==> src/rtl/flag_unit_if.sv <==
// Flag unit bus: ALU flag updates, stack push/pop and the condition request/result handshake.
// master drives the requests; slave is the flag_unit side.
interface flag_unit_if;
  logic       alu_valid;
  logic       alu_z;
  logic       alu_n;
  logic       alu_c;
  logic       alu_v;
  logic [3:0] flag_we_mask;
  logic [3:0] flags;
  logic       push;
  logic       pop;
  logic       stack_full;
  logic       stack_empty;
  logic       stack_err;
  logic       cond_valid;
  logic [3:0] cond_code;
  logic       cond_ready;
  logic       res_valid;
  logic       res_taken;
  logic       res_ready;
  logic       ovf_sticky;

  modport master (
    output alu_valid, alu_z, alu_n, alu_c, alu_v, flag_we_mask,
    output push, pop, cond_valid, cond_code, res_ready,
    input  flags, stack_full, stack_empty, stack_err,
    input  cond_ready, res_valid, res_taken, ovf_sticky
  );

  modport slave (
    input  alu_valid, alu_z, alu_n, alu_c, alu_v, flag_we_mask,
    input  push, pop, cond_valid, cond_code, res_ready,
    output flags, stack_full, stack_empty, stack_err,
    output cond_ready, res_valid, res_taken, ovf_sticky
  );
endinterface

==> src/rtl/flag_unit.sv <==
// Status flag register {Z,N,C,V} with masked ALU writes, a save/restore stack and a
// one-entry branch-condition result register. Optional sticky overflow: FLAG_UNIT_OVF_STICKY_EN.
module flag_unit #(
  parameter int STACK_DEPTH = 4
) (
  input  logic          clk,
  input  logic          rst,
  flag_unit_if.slave    bus
);

  localparam int PW = (STACK_DEPTH > 1) ? $clog2(STACK_DEPTH) : 1;

  logic [PW:0]   ptr;
  logic [3:0]    stack_mem [STACK_DEPTH];
  logic [3:0]    flags_q;
  logic [3:0]    flags_next;
  logic [3:0]    alu_word;
  logic [3:0]    merged;
  logic [3:0]    eff_flags;
  logic [3:0]    top;
  logic [PW-1:0] top_idx;
  logic          full;
  logic          empty;
  logic          push_only;
  logic          pop_only;
  logic          push_ok;
  logic          pop_ok;
  logic          op_err;
  logic          err_q;
  logic          res_valid_q;
  logic          res_taken_q;
  logic          accept;

  function automatic logic cond_eval(input logic [3:0] code, input logic [3:0] f);
    logic z, n, c, v;
    {z, n, c, v} = f;
    case (code)
      4'd0:    cond_eval = z;
      4'd1:    cond_eval = !z;
      4'd2:    cond_eval = c;
      4'd3:    cond_eval = !c;
      4'd4:    cond_eval = n;
      4'd5:    cond_eval = !n;
      4'd6:    cond_eval = v;
      4'd7:    cond_eval = !v;
      4'd8:    cond_eval = c & !z;
      4'd9:    cond_eval = !c | z;
      4'd10:   cond_eval = (n == v);
      4'd11:   cond_eval = (n != v);
      4'd12:   cond_eval = !z & (n == v);
      4'd13:   cond_eval = z | (n != v);
      4'd14:   cond_eval = 1'b1;
      default: cond_eval = 1'b0;
    endcase
  endfunction

  assign full      = (ptr == (PW+1)'(STACK_DEPTH));
  assign empty     = (ptr == '0);
  assign alu_word  = {bus.alu_z, bus.alu_n, bus.alu_c, bus.alu_v};
  assign merged    = (bus.flag_we_mask & alu_word) | (~bus.flag_we_mask & flags_q);
  assign eff_flags = bus.alu_valid ? merged : flags_q;
  assign top_idx   = PW'(ptr - 1'b1);
  assign top       = stack_mem[top_idx];

  // Push and pop together cancel each other and also swallow the ALU write.
  assign push_only = bus.push & !bus.pop;
  assign pop_only  = bus.pop & !bus.push;
  assign push_ok   = push_only & !full;
  assign pop_ok    = pop_only & !empty;
  assign op_err    = (push_only & full) | (pop_only & empty);

  always_comb begin
    flags_next = flags_q;
    if (pop_ok)
      flags_next = top;
    else if (!bus.pop && !op_err && bus.alu_valid)
      flags_next = merged;
  end

  assign accept         = bus.cond_valid & bus.cond_ready;
  assign bus.cond_ready = !res_valid_q | bus.res_ready;

  always_ff @(posedge clk or posedge rst) begin
    if (rst) begin
      flags_q     <= '0;
      ptr         <= '0;
      err_q       <= 1'b0;
      res_valid_q <= 1'b0;
      res_taken_q <= 1'b0;
    end else begin
      flags_q <= flags_next;
      if (push_ok)
        ptr <= ptr + 1'b1;
      else if (pop_ok)
        ptr <= ptr - 1'b1;
      if (op_err)
        err_q <= 1'b1;
      if (accept) begin
        res_valid_q <= 1'b1;
        res_taken_q <= cond_eval(bus.cond_code, eff_flags);
      end else if (bus.res_ready) begin
        res_valid_q <= 1'b0;
      end
    end
  end

  // Stack storage needs no reset; the pointer alone defines which entries are live.
  always_ff @(posedge clk) begin
    if (push_ok)
      stack_mem[ptr[PW-1:0]] <= flags_q;
  end

`ifdef FLAG_UNIT_OVF_STICKY_EN
  logic ovf_q;
  logic v_set;

  assign v_set = flags_next[0] &
                 (pop_ok | (bus.alu_valid & !bus.pop & !op_err & bus.flag_we_mask[0]));

  always_ff @(posedge clk or posedge rst) begin
    if (rst)
      ovf_q <= 1'b0;
    else if (v_set)
      ovf_q <= 1'b1;
  end

  assign bus.ovf_sticky = ovf_q;
`else
  assign bus.ovf_sticky = 1'b0;
`endif

  assign bus.flags       = flags_q;
  assign bus.stack_full  = full;
  assign bus.stack_empty = empty;
  assign bus.stack_err   = err_q;
  assign bus.res_valid   = res_valid_q;
  assign bus.res_taken   = res_taken_q;

endmodule

==> src/flat_wrapper.sv <==
// flat-port wrapper written by rule: the top's interface ports become plain ports
module flag_unit_flat 
#(
  parameter int STACK_DEPTH = 4
)
  (clk, rst, bus_alu_valid, bus_alu_z, bus_alu_n, bus_alu_c, bus_alu_v, bus_flag_we_mask, bus_push, bus_pop, bus_cond_valid, bus_cond_code, bus_res_ready, bus_flags, bus_stack_full, bus_stack_empty, bus_stack_err, bus_cond_ready, bus_res_valid, bus_res_taken, bus_ovf_sticky);
  flag_unit_if bus_i ();
  input  logic clk;
  input  logic rst;
  input wire logic [$bits(bus_i.alu_valid)-1:0] bus_alu_valid;
  input wire logic [$bits(bus_i.alu_z)-1:0] bus_alu_z;
  input wire logic [$bits(bus_i.alu_n)-1:0] bus_alu_n;
  input wire logic [$bits(bus_i.alu_c)-1:0] bus_alu_c;
  input wire logic [$bits(bus_i.alu_v)-1:0] bus_alu_v;
  input wire logic [$bits(bus_i.flag_we_mask)-1:0] bus_flag_we_mask;
  input wire logic [$bits(bus_i.push)-1:0] bus_push;
  input wire logic [$bits(bus_i.pop)-1:0] bus_pop;
  input wire logic [$bits(bus_i.cond_valid)-1:0] bus_cond_valid;
  input wire logic [$bits(bus_i.cond_code)-1:0] bus_cond_code;
  input wire logic [$bits(bus_i.res_ready)-1:0] bus_res_ready;
  output wire logic [$bits(bus_i.flags)-1:0] bus_flags;
  output wire logic [$bits(bus_i.stack_full)-1:0] bus_stack_full;
  output wire logic [$bits(bus_i.stack_empty)-1:0] bus_stack_empty;
  output wire logic [$bits(bus_i.stack_err)-1:0] bus_stack_err;
  output wire logic [$bits(bus_i.cond_ready)-1:0] bus_cond_ready;
  output wire logic [$bits(bus_i.res_valid)-1:0] bus_res_valid;
  output wire logic [$bits(bus_i.res_taken)-1:0] bus_res_taken;
  output wire logic [$bits(bus_i.ovf_sticky)-1:0] bus_ovf_sticky;
  assign bus_i.alu_valid = bus_alu_valid;
  assign bus_i.alu_z = bus_alu_z;
  assign bus_i.alu_n = bus_alu_n;
  assign bus_i.alu_c = bus_alu_c;
  assign bus_i.alu_v = bus_alu_v;
  assign bus_i.flag_we_mask = bus_flag_we_mask;
  assign bus_i.push = bus_push;
  assign bus_i.pop = bus_pop;
  assign bus_i.cond_valid = bus_cond_valid;
  assign bus_i.cond_code = bus_cond_code;
  assign bus_i.res_ready = bus_res_ready;
  assign bus_flags = bus_i.flags;
  assign bus_stack_full = bus_i.stack_full;
  assign bus_stack_empty = bus_i.stack_empty;
  assign bus_stack_err = bus_i.stack_err;
  assign bus_cond_ready = bus_i.cond_ready;
  assign bus_res_valid = bus_i.res_valid;
  assign bus_res_taken = bus_i.res_taken;
  assign bus_ovf_sticky = bus_i.ovf_sticky;
  flag_unit #(.STACK_DEPTH(STACK_DEPTH)) u_core (.clk(clk), .rst(rst), .bus(bus_i));
endmodule
==> config.mk <==
export PLATFORM = sky130hd
export DESIGN_NAME = flag_unit_flat
export DESIGN_NICKNAME = d
export VERILOG_FILES = /design/src/rtl/flag_unit_if.sv /design/src/rtl/flag_unit.sv /design/src/flat_wrapper.sv
export SDC_FILE = /design/constraint.sdc
export NUM_CORES = 1
export LEC_CHECK = 0
export CAP_MARGIN = 20
export CELL_PAD_IN_SITES_DETAIL_PLACEMENT = 1
export CELL_PAD_IN_SITES_GLOBAL_PLACEMENT = 1
export CORE_UTILIZATION = 40
export CTS_CLUSTER_DIAMETER = 120
export DETAILED_ROUTE_END_ITERATION = 8
export PLACE_DENSITY_LB_ADDON = 0.1
export SYNTH_ARGS = -nofsm -noshare
export SYNTH_HDL_FRONTEND = slang
export SYNTH_SLANG_ARGS = --single-unit
==> constraint.sdc <==
create_clock -name clk -period 4.37 [get_ports clk]
set_clock_uncertainty 0.05 [all_clocks]
set_input_delay 0.874 -clock clk [delete_from_list [all_inputs] [get_ports clk]]
set_output_delay 0.874 -clock clk [all_outputs]
set_load 0.01 [all_outputs]
run_1/m3.png
Scale bar: 20 µm.
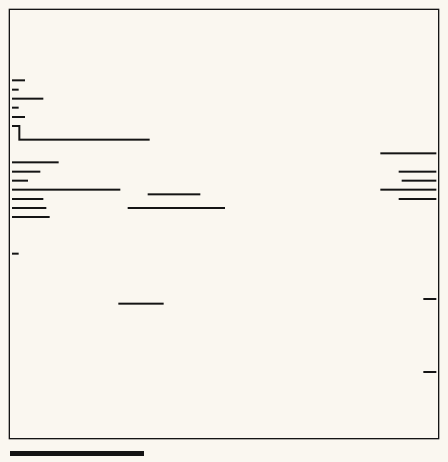
- main direction: horizontal
- longest straight run: 19.3 µm
- share of all routed wire: 4.2%
routed wire length: 3.33 mm
vias: 1122

run_1/placed.png
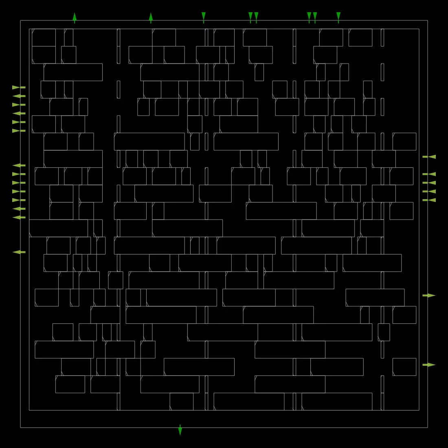
Final Core Density: 0.519
number of fill cells in the layout: 395
flop count: 26

==> flow_summary.toml, run 1 <==
# synthesis and place-and-route metrics
[clocking]
clockRootBuffer = "clkbuf_8"
cts.sinks = 26
cts_tree = "done"
postCtsSetupRepairBufs = 0

[setup_path]
cp_num_buf_inv = 2
cp-start-kind = "input pin"

[final_timing]
fin_crit_ns = 2.94
hold_slack_ns = 0.422

[final_layout]
n_antenna_cell = 0
mi_logic_area_um2 = 736
mostFrequentLayoutCell = "clkdlybuf4s50_1"

[power]
clkPwrFrac = 0.194
switching_power_mw = 0.337
swShare = 0.331

[place]
dp_cells = 203
place_congestion = 0.929
dpl_cell_area_um2 = 1830

[floorplanning]
core_area_um2 = 3660

[yosys]
ys_warn_count = 0
topCellsByArea = "edfxtp_1 31%, dfrtp_1 16%, mux4_2 5.9%"
async_flop_share = 0.385
synth_top_cell_by_area = "edfxtp_1"
yosys_most_used_dff = "edfxtp_1"

[run_status]
status = "complete, no violations"

[drt]
dr_wl_met3_um = 138
run_1/layers.png
Scale bar: 20 µm.
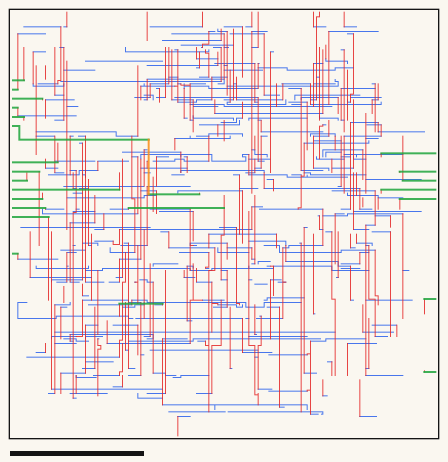
- M2: red (wire length 1610 µm)
- M3: green (wire length 138 µm)
- M1: blue (wire length 1580 µm)
- M4: orange (wire length 8.20 µm)
Avg WL per Cell: 16.1 µm
total track usage: 0.179

run_1/pinout.png
Scale bar: 20 µm. Pins as bars across the die edge, other pins in grey.
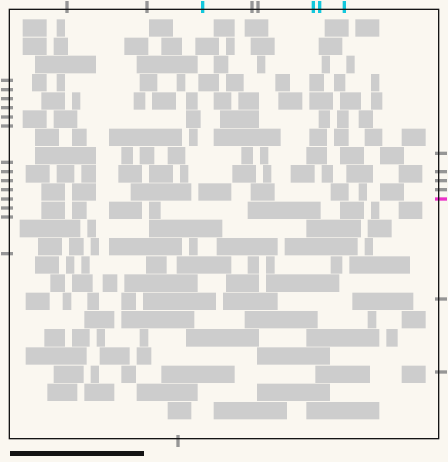
- `bus_cond_code`: cyan (pins 4; direction input; edge north)
- `bus_alu_n`: magenta (pins 1; direction input; edge east)
- all pins by edge: 14 west, 8 north, 7 east, 1 south
die height: 63.9 µm
die width: 63.9 µm
I/O Buffers: 28

-- run 1: cell families (layout without fill, tap and decap cells) --
group	Yosys count	in the layout	share of synthesized area
and+or+nand+nor	47	47	0.165
xor gates and xnor gates	3	3	0.0171
AOI/OAI and AO/OA	28	28	0.150
adders and majority gates	5	5	0.0408
other	1	1	0.00245
buffers and inverters	12	38	0.0433
DFF	26	26	0.477
muxes	11	11	0.104
-- run 1: power by group through the flow --
stage / Sequential (mW) / Combinational [mW] / Clock (mW)
3_5_place_dp: 0.418 / 0.413 / 0
4_1_cts: 0.413 / 0.417 / 0.203
5_1_grt: 0.423 / 0.452 / 0.211
3_3_place_gp: 0.412 / 0.400 / 0
6_report: 0.411 / 0.410 / 0.198
2_1_floorplan: 0.396 / 0.275 / 0
==> inputs of run 2 (changes only) <==
Settings changed: CORE_UTILIZATION 40 to 36.
Clock period 4.37 ns to 2.4 ns, I/O delays scaled along.
==> flow_summary.toml, run 2 <==
# synthesis and place-and-route metrics
[run_status]
status = "complete, no violations"

[final_layout]
mostFrequentLayoutCell = "clkdlybuf4s50_1"
fill_cells = 439
mi_logic_area_um2 = 738

[floorplanning]
core_area_um2 = 4060
die.size.y_um = 67.3

[yosys]
ys_warn_count = 0
logic_family = "simple AND/OR/NAND/NOR gates"
async_flop_share = 0.385
synth_top_cell_by_area = "edfxtp_1"
yosys_most_used_dff = "edfxtp_1"
aoi_share = 0.150
mux_share = 0.104

[clocking]
cts_tree = "done"
postCtsSetupRepairBufs = 0
cts.sinks = 26

[place]
io_buffers = 28
dp_cells = 212
place_congestion = 0.753

[final_timing]
hold_slack_ns = 0.419
[run 2: cell counts after synthesis]
Identical to the previous run, type by type.
[run 2: power groups by stage]
stage	logic [mW]	clock network, mW	registers (mW)
finish	0.801	0.363	0.721
global route	0.899	0.393	0.741
CTS	0.813	0.377	0.726
detailed placement	0.809	0	0.734
global placement	0.792	0	0.722
floorplan	0.500	0	0.720
[run 2: layout make-up]
type                       instances  area share
timing repair buffer              35       0.171
sequential                        26       0.373
clock buffer                       3      0.0211
inverter                           6      0.0115
tap                               50      0.0319
clock inverter                     1      0.0153
multi-input combinational         95       0.377
[run 2: worst max-delay path: stages, from the launching register on]
cell             delay (ns)
dfrtp_1                0.41
inv_1                  0.13
ha_2                   0.22
nand2b_1               0.09
inv_1                  0.08
clkdlybuf4s50_1        0.53
run_2/layers.png
Scale bar: 20 µm.
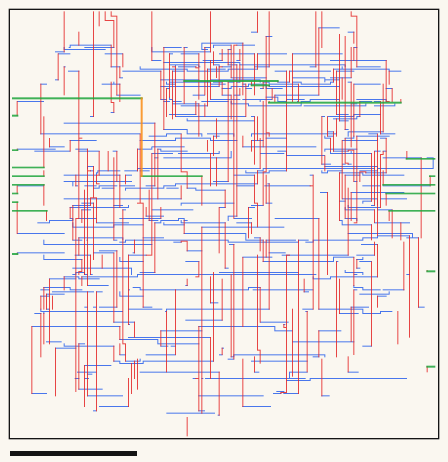
- M3: green (wire length 121 µm)
- M2: red (wire length 1670 µm)
- M1: blue (wire length 1720 µm)
- M4: orange (wire length 12.2 µm)
Avg WL per Cell: 16.3 µm
total track usage: 0.172
vias: 1152
routed wire length: 3.52 mm

==> inputs of run 3 (changes only) <==
Settings changed: CORE_UTILIZATION 36 to 38, CTS_BUF_LIST from default to sky130_fd_sc_hd__clkbuf_2 sky130_fd_sc_hd__clkbuf_4 sky130_fd_sc_hd__clkbuf_8.
==> flow_summary.toml, run 3 <==
# synthesis and place-and-route metrics
[final_timing]
hold_slack_ns = 0.421
fin_crit_ns = 2.23
finalHoldViolations = 0

[yosys]
yosys_most_used_dff = "edfxtp_1"
simple_gate_area_frac = 0.165
async_flop_share = 0.385
logic_family = "simple AND/OR/NAND/NOR gates"
topCellsByArea = "edfxtp_1 31%, dfrtp_1 16%, mux4_2 5.9%"
yosysCellCount = 133
synth_top_cell_by_area = "edfxtp_1"
mux_share = 0.104

[setup_path]
critPathSlowestCell = "clkdlybuf4s50_1"
cp_num_buf_inv = 3
cp_top_family = "buffers and inverters"
crit_chain = "inv_2 > ha_2 > nand2b_1 > inv_1 > clkdlybuf4s50_1"
cp-end-kind = "primary output"
cp-start-kind = "register"
cp.depth = 5
cpPeakStageDelay_ns = 0.54

[clocking]
cts.sinks = 26
clockRootBuffer = "clkbuf_8"
cts.path.max_buffers = 2
cts_tree = "done"

[run_status]
status = "complete, no violations"

[power]
maxPowerGroup = "combinational cells"
sequentialPower_mw = 0.726
comb-power_mw = 0.822
swShare = 0.350
switching_power_mw = 0.627
power_clock_mw = 0.246
clkPwrFrac = 0.137

[place]
dp_cells = 210
place_congestion = 0.883
dpl_cell_area_um2 = 1880
io_buffers = 28

[global_routing]
grt_max_degree = 15
met3_usage = 0.0434

[floorplanning]
die_w_um = 65.5
core_area_um2 = 3770

[final_layout]
n_antenna_cell = 0
final_util = 0.512
mostFrequentLayoutCell = "clkdlybuf4s50_1"
==> run 3: layer usage <==
metal / vias up / share of wire
li1: 556 / -
met1: 571 / 0.46
met3: 2 / 0.053
met2: 37 / 0.48
met4: 0 / 0.0040
met5: - / 0
==> run 3: cell type report <==
cell class              count  area, µm²
repair buffers             35        333
clock buffers               3       41.3
well taps                  48       60.1
inverters                   6       22.5
flip-flops and latches     26        731
clock inverters             1       3.75
fillers                   416       1840
multi-input cells          95        738
==> run 3: repair_timing <==
| item | CTS | global route |
|---|---|---|
| endpoints found under the hold margin | 0 | 0 |
| endpoints found under the setup margin | 0 | 2 |
| buffers inserted | 0 | 0 |
| hold buffers | 0 | 0 |
| resized | 0 | 2 |
run_3/layers.png
Scale bar: 20 µm.
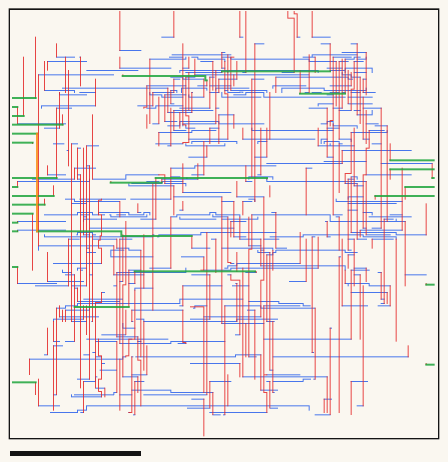
- M4: orange (wire length 15.0 µm)
- M1: blue (wire length 1640 µm)
- M2: red (wire length 1690 µm)
- M3: green (wire length 189 µm)
vias: 1166
routed wire length: 3.54 mm
Avg WL per Cell: 16.5 µm
total track usage: 0.188

No activity file was given, so power comes from the tool's default toggle rates.
